$ cat src/rtl/regfile_mp.sv
// Parametrised two-read/one-write register bank with optional write bypass, hardwired-zero
// register 0 and a one-entry-per-cycle clear sweep after reset or on request.
module regfile_mp #(
  parameter int unsigned WIDTH   = 8,
  parameter int unsigned AW      = 4,
  parameter bit          BYPASS  = 1'b1,
  parameter bit          ZERO_R0 = 1'b1
) (
  input  logic             clk,
  input  logic             reset,
  input  logic             clr,
  input  logic             we3,
  input  logic [AW-1:0]    wa3,
  input  logic [WIDTH-1:0] wd3,
  input  logic [AW-1:0]    ra1,
  input  logic [AW-1:0]    ra2,
  output logic [WIDTH-1:0] rd1,
  output logic [WIDTH-1:0] rd2,
  output logic             busy,
  output logic             wr_ack
);

  localparam int unsigned DEPTH = 2 ** AW;
  localparam logic [AW:0] LastPtr = {1'b0, {AW{1'b1}}};

  typedef enum logic {StSweep, StIdle} state_e;

  state_e           state_q, state_d;
  logic [AW:0]      ptr_q, ptr_d;
  logic [WIDTH-1:0] regb [DEPTH];
  logic             wr_en;

  assign busy  = (state_q == StSweep);
  assign wr_en = (state_q == StIdle) && we3 && !(ZERO_R0 && (wa3 == '0));

  always_comb begin
    state_d = state_q;
    ptr_d   = ptr_q;
    unique case (state_q)
      StSweep: begin
        ptr_d = ptr_q + 1'b1;
        if (ptr_q == LastPtr) state_d = StIdle;
      end
      StIdle: begin
        if (clr) begin
          state_d = StSweep;
          ptr_d   = '0;
        end
      end
    endcase
  end

  always_ff @(posedge clk or posedge reset) begin
    if (reset) begin
      state_q <= StSweep;
      ptr_q   <= '0;
      wr_ack  <= 1'b0;
    end else begin
      state_q <= state_d;
      ptr_q   <= ptr_d;
      wr_ack  <= wr_en;
    end
  end

  // Array has no reset: its contents are zeroed only by the sweep.
  always_ff @(posedge clk) begin
    if (state_q == StSweep) begin
      regb[ptr_q[AW-1:0]] <= '0;
    end else if (wr_en) begin
      regb[wa3] <= wd3;
    end
  end

  always_comb begin
    rd1 = regb[ra1];
    if (busy) begin
      rd1 = '0;
    end else if (ZERO_R0 && (ra1 == '0)) begin
      rd1 = '0;
    end else if (BYPASS && wr_en && (ra1 == wa3)) begin
      rd1 = wd3;
    end
  end

  always_comb begin
    rd2 = regb[ra2];
    if (busy) begin
      rd2 = '0;
    end else if (ZERO_R0 && (ra2 == '0)) begin
      rd2 = '0;
    end else if (BYPASS && wr_en && (ra2 == wa3)) begin
      rd2 = wd3;
    end
  end

endmodule

$ cat config.mk
export PLATFORM = sky130hd
export DESIGN_NAME = regfile_mp
export DESIGN_NICKNAME = d
export VERILOG_FILES = /design/src/rtl/regfile_mp.sv
export SDC_FILE = /design/constraint.sdc
export NUM_CORES = 1
export LEC_CHECK = 0
export ABC_AREA = 1
export CORE_ASPECT_RATIO = 0.5
export CORE_MARGIN = 2
export CORE_UTILIZATION = 35
export CTS_CLUSTER_SIZE = 20
export DETAILED_ROUTE_END_ITERATION = 10
export GPL_TIMING_DRIVEN = 0
export PLACE_DENSITY = 0.48
export SYNTH_ARGS = -nofsm -noshare
export SYNTH_HDL_FRONTEND = slang
export SYNTH_SLANG_ARGS = --single-unit
$ cat constraint.sdc
create_clock -name clk -period 2.52 [get_ports clk]
set_clock_uncertainty 0.1 [all_clocks]
set_input_delay 0.756 -clock clk [delete_from_list [all_inputs] [get_ports clk]]
set_output_delay 0.756 -clock clk [all_outputs]
set_load 0.1 [all_outputs]
Fig. 1: wiring by layer
Scale bar: 50 um. Only two layers are drawn.
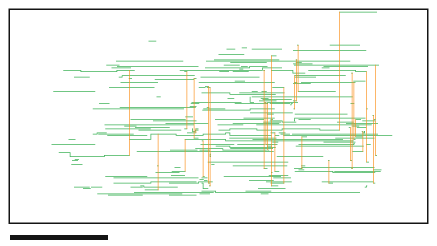
| layer | color | wire length |
|---|---|---|
| M4 | orange | 891 um |
| M3 | green | 3460 um |

Fig. 2: cells colored by class
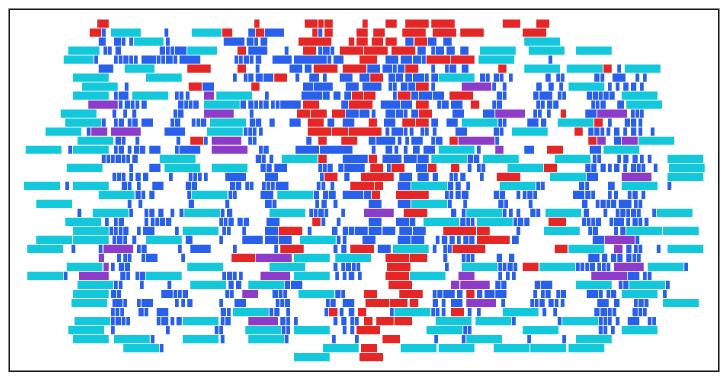
| class | color | cells | share of their area |
|---|---|---|---|
| remaining buffers and delay cells | red | 124 | 16% |
| remaining logic cells | blue | 790 | 40% |
| sequential cells | cyan | 135 | 38% |
| clock drivers and dummy loads | purple | 32 | 6.1% |

==> Slide: Implementation Results <==
Physical Implementation Snapshot

Setup path
  • Required time at the endpoint of the critical path: 1660 ps
  • Max stage delay cell, worst path: sky130_fd_sc_hd__nor2_2
  • Critical register-to-register path endpoint: regb[15][1]
  • Largest stage delay, worst path: 210 ps
  • Worst Path Max Fanout: 10
  • Sort of element at the end of the critical path: primary output

Floorplan
  • Floorplan Core Area: 0.0216 mm^2
  • Effective utilization at floorplan: 35.5%
  • Placement row count: 38

Detailed routing
  • Routed met3 length: 3460 um
  • Starting DRT DRC Count: 974
  • Post-DRT Antenna Nets: 0
  • Final wirelength: 32500 um

Yosys
  • Distinct cell type count after synthesis: 33
  • Synth Area in Simple Gates: 29.8%
  • Synthesized flop and latch total: 135
  • Number of cells produced by synthesis: 974
  • Aoi/oai-family share of the synthesized area: 5.87%
  • Most used standard cell by instance count after synthesis: sky130_fd_sc_hd__nand2_1
  • Share of cell area taken by muxes after synthesis: 0.130%

Outcome
  • Result of the run: finished, violations left
  • Violations in the final reports: setup timing

CTS
  • Post-CTS Hold Fix Bufs: 0
  • Number of buffers added by the clock tree synthesis step: 17

Final timing
  • Crit share post-route: 120%
  • Post-layout worst setup margin: -511 ps
  • Number of endpoints failing setup at the final stage: 16

Layout
  • Highest-count cells in the layout ignoring fill and taps: sky130_fd_sc_hd__nand2_1, sky130_fd_sc_hd__inv_1, sky130_fd_sc_hd__edfxtp_1, sky130_fd_sc_hd__nand3_1
  • Layout-stage area growth over the synthesis result: 43.4%
  • Total Nets Final: 1094
  • Leading registers by flop count: regb: 128 flops, ptr_q: 5 flops

GRT
  • Met1 Track Usage GR: 42.7%
  • Largest net degree at the start of global routing: 17
  • Vias in the first global route: 6810
Fig. 3: clock distribution
Scale bar: 50 um.
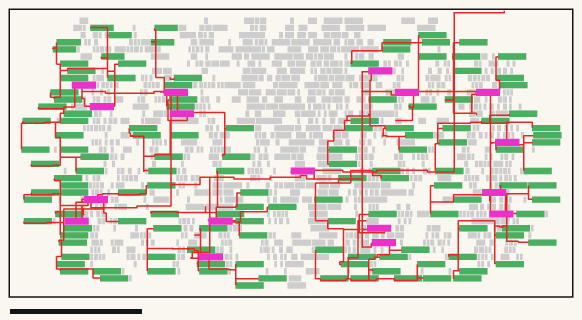
[flip-flops] green | count: 135
[clock wires] red | length: 2090 um
[clock-net drivers] magenta | count: 17
routed clock nets: 18
flops lie: widely spread

[layout make-up]
cell class                 count  area share (%)
clock inverter                11            1.53
inverter                     154            5.81
timing repair buffer          74            9.01
buffer                        50            6.28
clock buffer                  21            4.36
multi-input combinational    636            33.2
sequential                   135            36.4
tap                          300            3.40
[metrics by stage]
stage          hold slack (ps)  area (um^2)  instances  TNS [ps]
2_1_floorplan              388         8060        974     -4400
3_3_place_gp               415         8800       1310   -278140
3_5_place_dp               426         8840       1313   -241070
4_1_cts                    438        10800       1378     -6910
5_1_grt                    477        11000       1381    -10380
6_report                   434        11000       1381     -7000
[where the power goes]
part / internal, uW / switching (uW)
logic: 981 / 2340
registers: 3030 / 170
clock network: 1760 / 1030
total: 5770 / 3540
Power and IR drop assume default switching activity.
